[src/rtl/fifo_param.sv]
// Parametrised request FIFO with a processor pop port and a higher-priority snoop pop port.
// Provides occupancy/threshold status, synchronous flush, and overflow/underflow pulses.
module fifo_param #(
  parameter int DATA_W    = 4,
  parameter int DEPTH     = 16,
  parameter int AF_THRESH = DEPTH - 2,
  parameter int AE_THRESH = 2
) (
  input  logic                     clk,
  input  logic                     rst_n,
  input  logic                     wr_en,
  input  logic [DATA_W-1:0]        wr_data,
  input  logic                     rd_en,
  output logic [DATA_W-1:0]        rd_data,
  output logic                     rd_valid,
  output logic                     rd_blocked,
  input  logic                     rd_en_snoop,
  output logic [DATA_W-1:0]        snoop_data,
  output logic                     snoop_valid,
  input  logic                     flush,
  output logic                     buf_empty,
  output logic                     buf_full,
  output logic                     almost_empty,
  output logic                     almost_full,
  output logic [$clog2(DEPTH):0]   fifo_count,
  output logic                     overflow,
  output logic                     underflow
);

  localparam int AW = $clog2(DEPTH);
  localparam int CW = AW + 1;
  localparam logic [CW-1:0] DEPTH_C = CW'(DEPTH);
  localparam logic [CW-1:0] AF_C    = CW'(AF_THRESH);
  localparam logic [CW-1:0] AE_C    = CW'(AE_THRESH);

  logic [DATA_W-1:0] mem [DEPTH];

  logic [AW-1:0]     wr_ptr_q, wr_ptr_d;
  logic [AW-1:0]     rd_ptr_q, rd_ptr_d;
  logic [CW-1:0]     count_q, count_d;
  logic [DATA_W-1:0] rd_data_q, rd_data_d;
  logic [DATA_W-1:0] snoop_data_q, snoop_data_d;
  logic              rd_valid_q, rd_valid_d;
  logic              snoop_valid_q, snoop_valid_d;
  logic              rd_blocked_q, rd_blocked_d;
  logic              overflow_q, overflow_d;
  logic              underflow_q, underflow_d;

  logic              empty;
  logic              full;
  logic              snoop_pop;
  logic              proc_pop;
  logic              pop_acc;
  logic              push;
  logic [DATA_W-1:0] head;

  assign empty = (count_q == '0);
  assign full  = (count_q == DEPTH_C);
  assign head  = mem[rd_ptr_q];

  // Flush masks every request, so it also suppresses all pulses that cycle.
  assign snoop_pop = rd_en_snoop && !empty && !flush;
  assign proc_pop  = rd_en && !rd_en_snoop && !empty && !flush;
  assign pop_acc   = snoop_pop || proc_pop;
  assign push      = wr_en && (!full || pop_acc) && !flush;

  always_comb begin
    wr_ptr_d      = wr_ptr_q;
    rd_ptr_d      = rd_ptr_q;
    count_d       = count_q;
    rd_data_d     = rd_data_q;
    snoop_data_d  = snoop_data_q;
    rd_valid_d    = proc_pop;
    snoop_valid_d = snoop_pop;
    rd_blocked_d  = rd_en && rd_en_snoop && !empty && !flush;
    overflow_d    = wr_en && full && !pop_acc && !flush;
    underflow_d   = (rd_en || rd_en_snoop) && empty && !flush;

    if (flush) begin
      wr_ptr_d = '0;
      rd_ptr_d = '0;
      count_d  = '0;
    end else begin
      if (push) begin
        wr_ptr_d = wr_ptr_q + AW'(1);
      end
      if (pop_acc) begin
        rd_ptr_d = rd_ptr_q + AW'(1);
      end
      if (push && !pop_acc) begin
        count_d = count_q + CW'(1);
      end else if (pop_acc && !push) begin
        count_d = count_q - CW'(1);
      end
      if (proc_pop) begin
        rd_data_d = head;
      end
      if (snoop_pop) begin
        snoop_data_d = head;
      end
    end
  end

  always_ff @(posedge clk or negedge rst_n) begin
    if (!rst_n) begin
      wr_ptr_q      <= '0;
      rd_ptr_q      <= '0;
      count_q       <= '0;
      rd_data_q     <= '0;
      snoop_data_q  <= '0;
      rd_valid_q    <= 1'b0;
      snoop_valid_q <= 1'b0;
      rd_blocked_q  <= 1'b0;
      overflow_q    <= 1'b0;
      underflow_q   <= 1'b0;
    end else begin
      wr_ptr_q      <= wr_ptr_d;
      rd_ptr_q      <= rd_ptr_d;
      count_q       <= count_d;
      rd_data_q     <= rd_data_d;
      snoop_data_q  <= snoop_data_d;
      rd_valid_q    <= rd_valid_d;
      snoop_valid_q <= snoop_valid_d;
      rd_blocked_q  <= rd_blocked_d;
      overflow_q    <= overflow_d;
      underflow_q   <= underflow_d;
    end
  end

  // Storage is deliberately not reset; stale entries are unreachable once pointers clear.
  always_ff @(posedge clk) begin
    if (push) begin
      mem[wr_ptr_q] <= wr_data;
    end
  end

  assign rd_data      = rd_data_q;
  assign rd_valid     = rd_valid_q;
  assign rd_blocked   = rd_blocked_q;
  assign snoop_data   = snoop_data_q;
  assign snoop_valid  = snoop_valid_q;
  assign overflow     = overflow_q;
  assign underflow    = underflow_q;
  assign fifo_count   = count_q;
  assign buf_empty    = empty;
  assign buf_full     = full;
  assign almost_empty = (count_q <= AE_C);
  assign almost_full  = (count_q >= AF_C);

endmodule

[config.mk]
export PLATFORM = sky130hd
export DESIGN_NAME = fifo_param
export DESIGN_NICKNAME = d
export VERILOG_FILES = /design/src/rtl/fifo_param.sv
export SDC_FILE = /design/constraint.sdc
export NUM_CORES = 1
export LEC_CHECK = 0
export CAP_MARGIN = 20
export CORE_MARGIN = 1.5
export CORE_UTILIZATION = 45
export CTS_CLUSTER_SIZE = 14
export DETAILED_ROUTE_END_ITERATION = 8
export DONT_BUFFER_PORTS = 1
export SLEW_MARGIN = 20
export SYNTH_ARGS = -nofsm -noshare
export SYNTH_HDL_FRONTEND = slang
export SYNTH_SLANG_ARGS = --single-unit
[constraint.sdc]
create_clock -name clk -period 8.6 [get_ports clk]
set_input_delay 2.58 -clock clk [delete_from_list [all_inputs] [get_ports clk]]
set_output_delay 2.58 -clock clk [all_outputs]
set_load 0.05 [all_outputs]
==> flow_metrics.env <==
# yosys + openroad results
export IMPL_num_multi_input_gates=144
export IMPL_clkTransAtPathRegs_ns=0.09
export IMPL_regArea_um2=2572
export IMPL_wl_um=7464
export IMPL_worst_slack_ns=3.427
export IMPL_grt_pass1_wl_um=11370
export IMPL_whs_path_depth=2
export IMPL_grt_ovfl_total=0
export IMPL_io_buffer_count=0
export IMPL_syn_inst=251
export IMPL_power_leakage_uw=0.001536
export IMPL_diodes=0
export IMPL_cts_sinks=90
export IMPL_edf_count=64
export IMPL_io_pins=32
export IMPL_place_ws_ns=3.519
export IMPL_cp_arrival_ns=2.59
export IMPL_top_area_cell="edfxtp_1"
export IMPL_dp_hpwl_um=5090
export IMPL_finalSetupViolations=0
export IMPL_grt_util_met3_pct=3.052
export IMPL_path_delay_family="simple AND/OR/NAND/NOR gates"
export IMPL_cp_cell_sequence="or4_1 -> nor2_1"
export IMPL_max_freq_mhz=193.3
export IMPL_dr_pass1_iters=5
export IMPL_slew_headroom_pct=36.64
export IMPL_worstPathRequired_ns=6.02
export IMPL_cts_root_buf="clkbuf_8"
export IMPL_sh_seq_area_pct=60.36
export IMPL_warnings=30
export IMPL_startpoint="fifo_count[1]$_DFFE_PN0P_"
export IMPL_largestClassByArea="registers"
export IMPL_dr_first_iter_drc_count=116
export IMPL_max_clock_path_buffers=2
export IMPL_antenna_found_initial=0
export IMPL_crit_reg2reg_launch="fifo_count[1]$_DFFE_PN0P_"
export IMPL_crit_cells=2
export IMPL_nNonClkInverters=7
export IMPL_status="complete, no violations"
export IMPL_routedWlPerCell_um=20.51
export IMPL_die_y_um=96.45
[tightest hold or removal path, stage by stage (launching register included)]
cell	delay, ns
dfrtp_1	0.41
xnor2_1	0.13
nor2_1	0.04
[logic make-up (layout without fill, tap and decap cells)]
group | after synthesis | count (layout) | synth area share, %
DFF | 90 | 90 | 65.46
and+or+nand+nor | 62 | 62 | 8.182
muxes | 35 | 35 | 14.26
AOI/OAI and AO/OA | 31 | 31 | 5.540
buffers and inverters | 17 | 25 | 1.847
adders and majority gates | 10 | 10 | 3.375
xor gates and xnor gates | 6 | 6 | 1.337
[power by group]
part           internal (uW)  leakage, uW  switching [uW]
combinational           94.8     0.000504             133
sequential               500     0.000917             164
clock                    158     0.000114             146
### M1 wires

The bar under the picture is 20 um long.
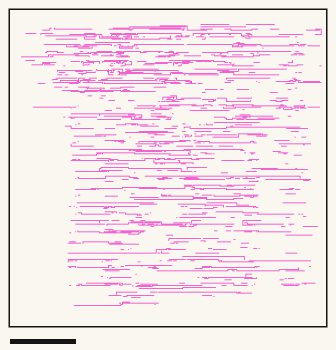
wire length on this layer: 3450 um
longest straight run: 47.4 um
nets with wire on the layer: 259
share of all routed wire: 46%

### Clock nets

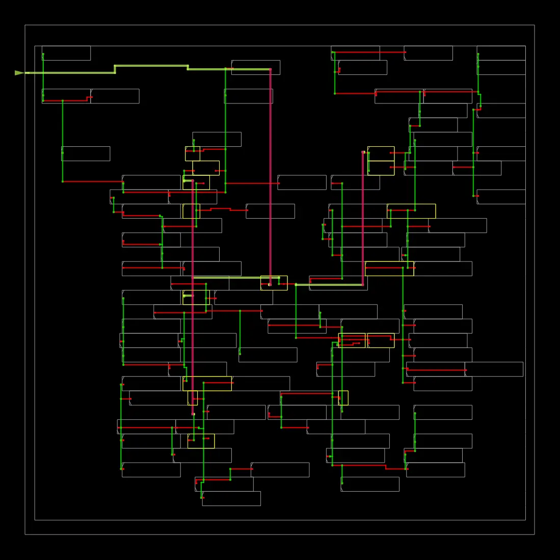
Clk. pwr: 304 uW
seq_cells: 90
Num CTS Buffers: 9
skew final: 0.008051 ns
clk latency late pin: 0.35 ns

### Sequential cells grouped by signal name

The bar under the picture is 20 um long. Other sequential cells in the stronger grey, the rest of the logic in the fainter grey.
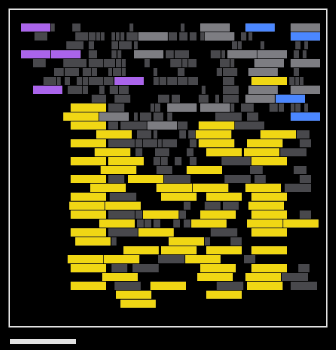
| colour | signal | sequential cells |
|---|---|---|
| yellow | mem | 64 |
| blue | snoop_data | 4 |
| purple | fifo_count | 5 |
seq pwr: 664 uW
final core occ: 51.10%

Power and IR drop assume default switching activity.
